==> src/rtl/rv32i_types.sv <==
// Shared types for the burst-memory arbiter: FSM state encoding
// and the default line burst length.
package rv32i_types;

   typedef enum logic [1:0] {
      IDLE,
      WRITE,
      READ_REQ,
      READ_WAIT
   } bmem_state_t;

   localparam int BMEM_BURST_LEN = 4;
   localparam int BMEM_MAX_PORTS = 8;

   // Index of the lowest set bit; callers pass a one-hot vector.
   function automatic int oh_index(input logic [BMEM_MAX_PORTS-1:0] oh);
      int r;
      r = 0;
      for (int i = BMEM_MAX_PORTS - 1; i >= 0; i--) begin
         if (oh[i]) r = i;
      end
      return r;
   endfunction

endpackage

==> src/rtl/rr_arbiter.sv <==
// One-hot grant selection for the bmem arbiter; round-robin from ptr,
// or fixed priority (port 0 highest) when BMEM_ARB_FIXED_PRIO_EN is set.
module rr_arbiter #(
   parameter int N  = 2,
   parameter int PW = 1
) (
   input  logic [N-1:0]  req,
`ifndef BMEM_ARB_FIXED_PRIO_EN
   input  logic [PW-1:0] ptr,
`endif
   output logic [N-1:0]  gnt
);

`ifdef BMEM_ARB_FIXED_PRIO_EN

   always_comb begin
      gnt = '0;
      for (int i = N - 1; i >= 0; i--) begin
         if (req[i]) begin
            gnt    = '0;
            gnt[i] = 1'b1;
         end
      end
   end

`else

   int            k;
   logic [PW-1:0] idx;
   logic          hit;

   // Scan upward from ptr, wrapping, and take the first requester.
   always_comb begin
      gnt = '0;
      k   = 0;
      idx = '0;
      hit = 1'b0;
      for (int i = 0; i < N; i++) begin
         k = int'(ptr) + i;
         if (k >= N) k = k - N;
         idx = PW'(k);
         if (!hit && req[idx]) begin
            gnt[idx] = 1'b1;
            hit      = 1'b1;
         end
      end
   end

`endif

endmodule

==> src/rtl/bmem_arbiter.sv <==
// Multi-port cache-line arbiter onto a single burst memory port.
// Define BMEM_ARB_FIXED_PRIO_EN for fixed priority instead of round-robin.
module bmem_arbiter
   import rv32i_types::*;
#(
   parameter int NUM_PORTS = 2,
   parameter int BURST_LEN = BMEM_BURST_LEN
) (
   input  logic                       clk,
   input  logic                       rst,
   input  logic [NUM_PORTS-1:0][31:0] port_addr,
   input  logic [NUM_PORTS-1:0]       port_read,
   input  logic [NUM_PORTS-1:0]       port_write,
   input  logic [NUM_PORTS-1:0][63:0] port_wdata,
   output logic [NUM_PORTS-1:0]       port_wack,
   output logic [63:0]                port_rdata,
   output logic [NUM_PORTS-1:0]       port_rvalid,
   output logic [NUM_PORTS-1:0]       port_done,
   output logic [31:0]                bmem_addr,
   output logic                       bmem_read,
   output logic                       bmem_write,
   output logic [63:0]                bmem_wdata,
   input  logic                       bmem_ready,
   input  logic [31:0]                bmem_raddr,
   input  logic [63:0]                bmem_rdata,
   input  logic                       bmem_rvalid
);

   localparam int PW = (NUM_PORTS > 1) ? $clog2(NUM_PORTS) : 1;
   localparam int CW = (BURST_LEN > 1) ? $clog2(BURST_LEN) : 1;
   localparam logic [CW-1:0] LAST = CW'(BURST_LEN - 1);
   localparam logic [PW-1:0] TOP  = PW'(NUM_PORTS - 1);

   bmem_state_t          state, state_n;
   logic [PW-1:0]        idx_q, idx_n;
   logic [31:0]          addr_q, addr_n;
   logic [CW-1:0]        cnt, cnt_n;
   logic [NUM_PORTS-1:0] req, gnt;
   logic [PW-1:0]        gnt_idx;
   logic                 hit;
   logic                 beat;
   logic                 last;

   assign req     = port_read | port_write;
   assign gnt_idx = PW'(oh_index(BMEM_MAX_PORTS'(gnt)));
   assign hit     = bmem_rvalid && (bmem_raddr == addr_q);

`ifdef BMEM_ARB_FIXED_PRIO_EN

   rr_arbiter #(
      .N   (NUM_PORTS),
      .PW  (PW)
   ) u_arb (
      .req (req),
      .gnt (gnt)
   );

`else

   logic [PW-1:0] ptr, ptr_n;

   rr_arbiter #(
      .N   (NUM_PORTS),
      .PW  (PW)
   ) u_arb (
      .req (req),
      .ptr (ptr),
      .gnt (gnt)
   );

   assign ptr_n = last ? ((idx_q == TOP) ? '0 : idx_q + 1'b1) : ptr;

   always_ff @(posedge clk or negedge rst) begin
      if (!rst) ptr <= '0;
      else      ptr <= ptr_n;
   end

`endif

   // A beat is an accepted write or a read beat carrying our address.
   always_comb begin
      beat = 1'b0;
      unique case (state)
         WRITE:     beat = bmem_ready;
         READ_WAIT: beat = hit;
         default:   beat = 1'b0;
      endcase
   end

   assign last = beat && (cnt == LAST);

   always_comb begin
      state_n     = state;
      idx_n       = idx_q;
      addr_n      = addr_q;
      cnt_n       = cnt;
      bmem_addr   = addr_q;
      bmem_read   = 1'b0;
      bmem_write  = 1'b0;
      bmem_wdata  = '0;
      port_wack   = '0;
      port_rvalid = '0;
      port_rdata  = '0;
      port_done   = '0;
      unique case (state)
         IDLE: begin
            if (|req) begin
               idx_n   = gnt_idx;
               addr_n  = port_addr[gnt_idx];
               state_n = port_write[gnt_idx] ? WRITE : READ_REQ;
            end
         end
         WRITE: begin
            bmem_write = 1'b1;
            bmem_wdata = port_wdata[idx_q];
            if (beat) port_wack[idx_q] = 1'b1;
         end
         READ_REQ: begin
            bmem_read = 1'b1;
            if (bmem_ready) state_n = READ_WAIT;
         end
         READ_WAIT: begin
            if (beat) begin
               port_rvalid[idx_q] = 1'b1;
               port_rdata         = bmem_rdata;
            end
         end
         default: state_n = IDLE;
      endcase
      if (beat) cnt_n = cnt + 1'b1;
      if (last) begin
         port_done[idx_q] = 1'b1;
         cnt_n            = '0;
         state_n          = IDLE;
      end
   end

   always_ff @(posedge clk or negedge rst) begin
      if (!rst) begin
         state  <= IDLE;
         idx_q  <= '0;
         addr_q <= '0;
         cnt    <= '0;
      end else begin
         state  <= state_n;
         idx_q  <= idx_n;
         addr_q <= addr_n;
         cnt    <= cnt_n;
      end
   end

endmodule

==> config.mk <==
export PLATFORM = sky130hd
export DESIGN_NAME = bmem_arbiter
export DESIGN_NICKNAME = d
export VERILOG_FILES = /design/src/rtl/rv32i_types.sv /design/src/rtl/rr_arbiter.sv /design/src/rtl/bmem_arbiter.sv
export SDC_FILE = /design/constraint.sdc
export NUM_CORES = 1
export LEC_CHECK = 0
export CAP_MARGIN = 40
export CORE_AREA = 2 2 182 184
export DETAILED_ROUTE_END_ITERATION = 10
export DIE_AREA = 0 0 184 186
export PLACE_DENSITY = 0.45
export SYNTH_ARGS = -nofsm -noshare
export SYNTH_HDL_FRONTEND = slang
export SYNTH_SLANG_ARGS = --single-unit
==> constraint.sdc <==
create_clock -name clk -period 2 [get_ports clk]
set_clock_uncertainty 0.05 [all_clocks]
set_input_delay 0.4 -clock clk [delete_from_list [all_inputs] [get_ports clk]]
set_output_delay 0.4 -clock clk [all_outputs]
set_load 0.01 [all_outputs]
### Clock distribution, run 1

Bar = 50 um.
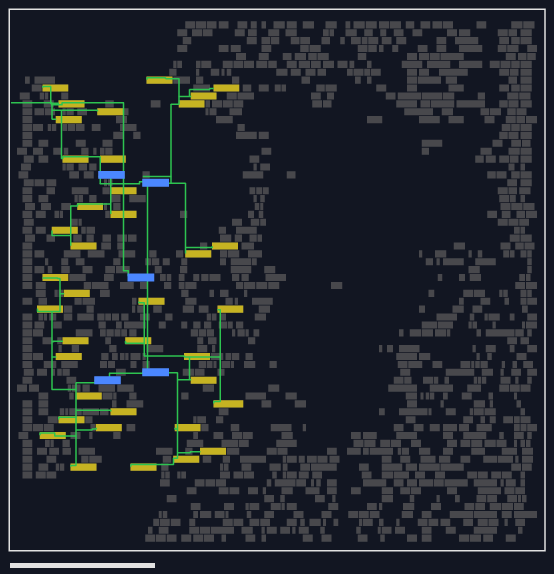
Key: blue = cells driving clock nets [count 5]; green = clock wires [length 769 um]; yellow = flip-flops [count 38]
There are 6 routed clock nets.

### Clock nets, run 1

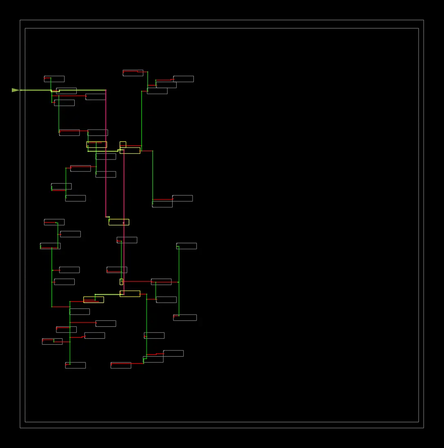
Flops: 38
Clock Sinks: 38
Insertion Delay late pin: 0.29 ns
Clock Power: 795 uW

### Gate families picked out, run 1

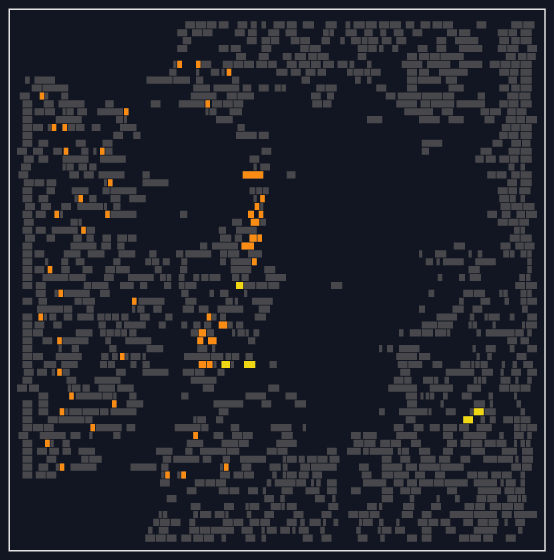
Key: orange = inverting AOI/OAI gates [cells 49, most used a21oi_1]; yellow = AND-OR and OR-AND gates [cells 5, most used o211a_1]

==> run_results.csv, run 1 <==
group,metric,value,unit
job,warnings,29,
setup_path,path_cells,"xnor2_2 -> buf_4 -> nand4_1 -> nor4_1 -> buf_4 -> and3_4 -> buf_6 -> buf_12 -> buf_12 -> buf_12 -> and2_4 -> buf_6",
cts,root_buffer,"clkbuf_16",
global_route,grt_pass1_wl,38300,um
floorplanning,fp_util,0.117,
floorplanning,ios,464,
sta,fmax,346,MHz
place,io_buffers,463,
pwr,ir_drop,0.438,mV
cts,clkTransAtPathRegs,0.06,ns
synthesis,topCombFamilyByArea,"simple AND/OR/NAND/NOR gates",
setup_path,critPathCaptureType,"output port",
status,violations,"negative setup slack",
setup_path,cpMaxStageDelayCell,"dfrtp_1",
setup_path,reg2reg_to,"state[1]$_DFFE_PN0P_",
status,outcome,"complete, but fails checks",
global_route,grt_max_degree,66,
routing,vias,5713,
setup_path,critPathMaxFanout,7,
setup_path,endpoint,"port_rdata[50]",
routing,wire_per_inst,19.0,um
synthesis,ys_ff,38,
sta,slew_headroom,0.697,
sta,setup_violations,137,
synthesis,muxShareOfSynthArea,0.258,
final_layout,stdcell_count,1478,
routing,drtIter0Drc,85,
min_path,hold_path.class,"in2async",
setup_path,startpoint_type,"flip-flop",
global_route,overflow,0,
setup_path,r2r_start,"bmem_addr[7]$_DFFE_PN0P_",
setup_path,r2r_setup_slack,-0.25,ns
job,drv_cap,0,
setup_path,worst_path_most_repeated_cell,"buf_12",
cts,cts.path.max_buffers,2,
routing,drt_wl_total,28100,um
setup_path,crit_type,"reg2out",
synthesis,yosysUniqueCellTypes,40,
synthesis,xor_share,0.0784,
sta,hold_viol_final,0,
synthesis,yosysChipArea,3770,um2
synthesis,flop_cell,"dfrtp_1",
synthesis,edf_count,0,
synthesis,postSynthSeqShare,0.252,
floorplanning,row_count,66,
place,globalplace.congestion,0.771,
floorplanning,core,32200,um2
routing,drt-pass1-iter-count,4,
final_layout,logic_area,3400,um2
final_layout,synthToLayoutAreaGrowth,198,%
setup_path,crit_start,"bmem_addr[7]$_DFFE_PN0P_",
synthesis,syn_inst,472,
place,dpl.cell_count,1407,
routing,ant_nets,0,
synthesis,top_area_frac,0.258,
pwr,p_per_area,774,nW/um2
cts,h-tree-depth,2,
synthesis,ys_sh_adder,0.00332,
cts,holdBufCountCts,0,
routing,avgViaCountPerCell,3.87,
sta,worstMarginPinSlew,0.444,ns
setup_path,rr_worst_depth,11,
final_layout,fillers,3335,
synthesis,largest_area_cell,"mux2i_1",
synthesis,postSynthAreaPerCell,7.98,um2
synthesis,yosys.area_share.aoi,0.0843,
sta,postLayoutSetupSlackWorst,-0.887,ns
synthesis,ys_warn_count,0,
global_route,grt_usage,0.154,
sta,rsz0062_at_grt,"yes",
setup_path,cpPeakStageDelay,0.40,ns
final_layout,post-route-util,0.348,
synthesis,ys_cells,472,
setup_path,cp_data_arrival_time,2.44,ns
synthesis,syn_nets,769,
final_layout,nNetsFinal,1362,
pwr,p_leak,5.03,nW
## run 1: metrics by stage
stage	total power [mW]	setup WS (ns)	cell area, um2	hold slack, ns
2_1_floorplan	3.04	-0.0119	3900	0.0544
3_3_place_gp	6.08	-1.48	9690	0.348
4_1_cts	8.48	-1.02	10800	0.0366
5_1_grt	9.23	-0.966	11200	0.0501
3_5_place_dp	6.07	-1.45	9690	0.344
6_report	8.68	-0.887	11200	0.0176
## run 1: worst max-delay path: cells and delay by family, from the launching register on
family / cells / cell delay, ns
flip-flops: 1 / 0.40
buffers and inverters: 7 / 0.85
XOR/XNOR: 1 / 0.22
AND/OR/NAND/NOR: 4 / 0.67
## run 1: logic make-up (layout without fill, tap and decap cells)
kind of cell	Yosys count	count (layout)
fa+ha+maj	1	1
simple gates	210	210
buf+inv	40	633
other cells	0	5
flops	38	38
mux	97	97
compound gates	54	54
xor+xnor	32	32
## run 1: cells in the final DEF (no fill, tap or decap), types with 3 or more instances in the layout
cell type	count
nand2_1	5
clkbuf_16	7
nor2b_1	3
clkdlybuf4s50_1	299
buf_8	10
mux2i_1	65
inv_1	4
xnor2_2	22
buf_2	71
buf_4	90
buf_16	7
nand4_1	14
dfrtp_1	37
buf_12	24
and2_1	23
xnor2_1	7
mux2i_4	21
a21oi_1	36
nor2_2	9
and2_4	44
nor2_1	82
or4_4	3
a31oi_1	3
nor2_4	8
dlygate4sd2_1	22
dlymetal6s2s_1	6
mux2i_2	11
diode_2	5
buf_6	91
## run 1: registers in the layout (all words and copies together), names as in the netlist
name and cells:
idx_q 1, cnt 2, ptr 1, state 2, bmem_addr 32
## run 1: repair_timing
item	4_1_cts	5_1_grt
gates resized	716	118
cloned	12	2
endpoints found under the setup margin	141	139
setup buffers	64	19
endpoints found under the hold margin	0	0
pin swaps	66	49
## run 1: where the power goes
part           leakage (nW)  total [mW]  switching [mW]  internal [mW]
clock network        0.0630       0.795           0.339          0.457
logic                  4.56        6.45            2.31           4.14
registers             0.407        1.43           0.325           1.10
## run 1: synthesized netlist by cell type (all sizes together), types with 2 or more instances
library cell / n
nand2b: 3
inv: 4
nand2: 5
o21ai: 2
nand4: 14
mux2i: 97
nor2b: 3
nor3: 3
xor2: 3
nor4: 3
clkbuf: 22
a31oi: 4
o211ai: 2
dfrtp: 38
or4: 3
a21oi: 36
nand3: 4
xnor2: 29
nor2: 99
and2: 67
o211a: 2
buf: 14
## run 1: layer usage
| layer | part of all wire | up-vias | track usage |
|---|---|---|---|
| met5 | 0.00096 | - | 0 |
| met4 | 0.024 | 4 | 0.0429 |
| met3 | 0.091 | 29 | 0.0493 |
| met2 | 0.53 | 272 | 0.302 |
| met1 | 0.35 | 2593 | 0.155 |
| li1 | - | 2815 | - |
## run 1: cell type report
class | instances | share of cell area
sequential | 38 | 0.0851
clock buffer | 6 | 0.0115
timing repair buffer | 622 | 0.552
clock inverter | 1 | 0.000669
antenna | 5 | 0.00112
multi-input combinational | 394 | 0.303
inverter | 4 | 0.00134
tap | 408 | 0.0455
### Signal wires by layer, run 1

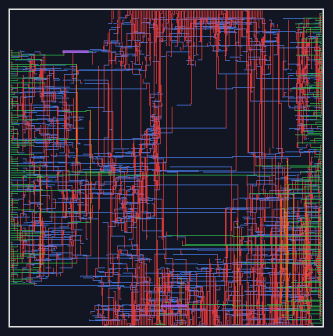

--- run 2 (diff from run 1) ---
- SKIP_LAST_GASP: default -> 1
- TNS_END_PERCENT: default -> 10
### Signal wires by layer, run 2

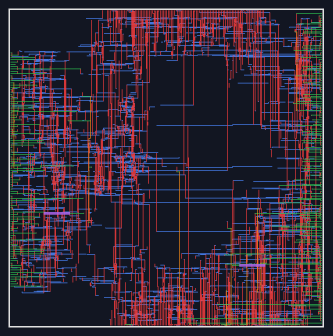
Key: blue = met1 [wire length 9170 um]; red = met2 [wire length 13400 um]; orange = met4 [wire length 465 um]; green = met3 [wire length 2390 um]; purple = met5 [wire length 27.6 um]

### Gate families picked out, run 2

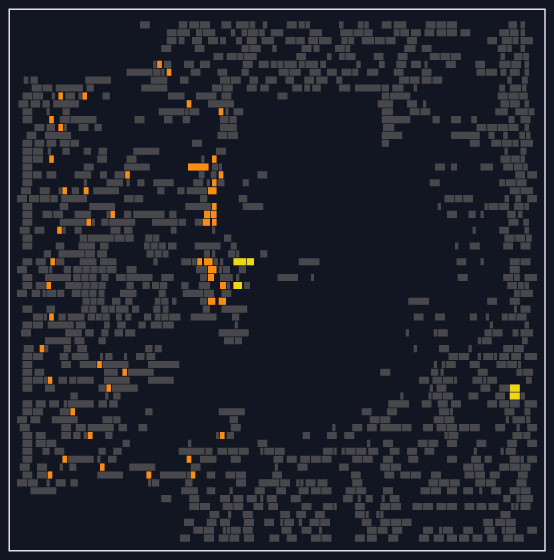
Key: orange = inverting AOI/OAI gates [cells 49, most used a21oi_1]; yellow = AND-OR and OR-AND gates [cells 5, most used o211a_1]

### Clock nets, run 2

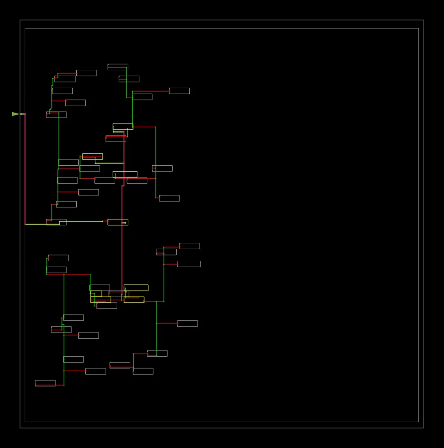
CTS Buf Count: 5
Clock Power: 1.11 mW
clock buffers: 6

==> run_results.csv, run 2 <==
group,metric,value,unit
synthesis,top_cells_by_count,"nor2_1, mux2i_1, and2_1, dfrtp_1, a21oi_1",
sta,fmax,342,MHz
global_route,grt_pass1_wl,35100,um
final_layout,largest_register_ffs,32,
synthesis,ys_warn_count,0,
synthesis,postSynthAreaPerCell,7.98,um2
cts,h-tree-depth,2,
synthesis,syn_inst,472,
setup_path,crit_type,"reg2reg",
pwr,power.internal,4.95,mW
synthesis,flop_cell,"dfrtp_1",
cts,clkLatencyLatePin,0.29,ns
synthesis,ys_cells,472,
sta,whs,0.112,ns
floorplanning,core,32200,um2
pwr,p_leak,4.93,nW
global_route,overflow,0,
setup_path,cp_data_arrival_time,3.10,ns
routing,drt-pass1-iter-count,4,
final_layout,stdcell_count,1453,
synthesis,yosysChipArea,3770,um2
place,dpl.cell_count,1406,
final_layout,nNetsFinal,1339,
synthesis,largest_area_cell,"mux2i_1",
synthesis,yosysUniqueCellTypes,40,
pwr,power.total,7.46,mW
sta,worstMarginPinSlew,0.554,ns
sta,postLayoutSetupSlackWorst,-0.921,ns
cts,cts.sink_count,38,
min_path,hold_path.class,"in2async",
synthesis,ys_ff,38,
pwr,pwr-share-seq,0.195,
status,violations,"negative setup slack",
cts,clkTransAtPathRegs,0.06,ns
job,drv_cap,0,
routing,drt_wl_total,25500,um
synthesis,postSynthSeqShare,0.252,
sta,setup_violations,141,
pwr,p_switching,2.51,mW
status,outcome,"complete, but fails checks",
synthesis,top_cell,"nor2_1",
floorplanning,ios,464,
place,globalplace.congestion,0.756,
place,io_buffers,463,
sta,hold_viol_final,0,
pwr,ir_drop,0.459,mV
cts,cts.path.max_buffers,2,
sta,slew_headroom,0.630,
job,warnings,29,
==> run 2: stage by stage <==
step                      utilization  area, um2
after floorplan                     -       3870
after global placement          0.301       9700
after detailed placement        0.301       9700
after CTS                       0.321      10300
after global routing            0.321      10300
final                           0.321      10300
==> run 2: path summary, 6_finish.rpt <==
kind	from	to	slack, ns	cells after the start
max in group asynchronous	rst	idx_q$_DFFE_PN0P_	1.33	2
min	rst	bmem_addr[10]$_DFFE_PN0P_	0.11	2
min reg2reg	cnt[1]$_DFFE_PN0P_	cnt[1]$_DFFE_PN0P_	0.55	2
min in group clk	cnt[1]$_DFFE_PN0P_	cnt[1]$_DFFE_PN0P_	0.55	2
max reg2reg	bmem_addr[14]$_DFFE_PN0P_	cnt[1]$_DFFE_PN0P_	-0.92	19
max	bmem_addr[14]$_DFFE_PN0P_	cnt[1]$_DFFE_PN0P_	-0.92	19
==> run 2: cell families (layout without fill, tap and decap cells) <==
group | after synthesis | in the layout | share of synthesized area
fa+ha+maj | 1 | 1 | 0.00332
xor+xnor | 32 | 32 | 0.0784
compound gates | 54 | 54 | 0.0843
simple gates | 210 | 210 | 0.283
other cells | 0 | 2 | 0
flops | 38 | 38 | 0.252
buf+inv | 40 | 611 | 0.0415
mux | 97 | 97 | 0.258
==> run 2: worst max-delay path, stage by stage, from the launching register on <==
cell and delay (ns):
dfrtp_1 0.41, xnor2_2 0.19, buf_4 0.13, buf_4 0.09, buf_4 0.09, buf_4 0.08
buf_4 0.09, buf_4 0.09, buf_4 0.09, buf_4 0.09, buf_4 0.09, buf_4 0.09
buf_4 0.09, buf_4 0.09, buf_4 0.09, buf_4 0.09, nand4_1 0.07, or2_4 0.28
or4_4 0.48, nand3_2 0.08
==> run 2: cell type report <==
class                      instances  area, um2
fill                            3423      21900
timing repair buffer             599       5780
multi-input combinational        394       2880
sequential                        38        956
tap                              408        510
clock buffer                       6        139
clock inverter                     2       60.1
inverter                           4       15.0
antenna                            2       5.00
==> run 2: repair_timing <==
action                                  CTS  global route
hold buffers                              0             0
setup buffers                            26            10
cloned                                    4             2
resized                                  75           124
endpoints found under the setup margin  141           141
pin swaps                                 5            12
==> run 2: power groups by stage <==
stage	clock network, mW	registers [mW]	logic, mW
after detailed placement	0	1.44	4.52
after floorplan	0	1.54	1.50
after CTS	1.13	1.47	4.96
after global routing	1.16	1.51	5.30
final	1.11	1.46	4.90
after global placement	0	1.41	4.54
==> run 2: per-layer routing <==
layer,vias up,GRT usage,part of all wire
met3,24,0.0444,0.094
met5,-,0,0.0011
met1,2475,0.139,0.36
li1,2757,-,-
met2,263,0.270,0.53
met4,4,0.0336,0.018
Power and IR drop assume default switching activity.
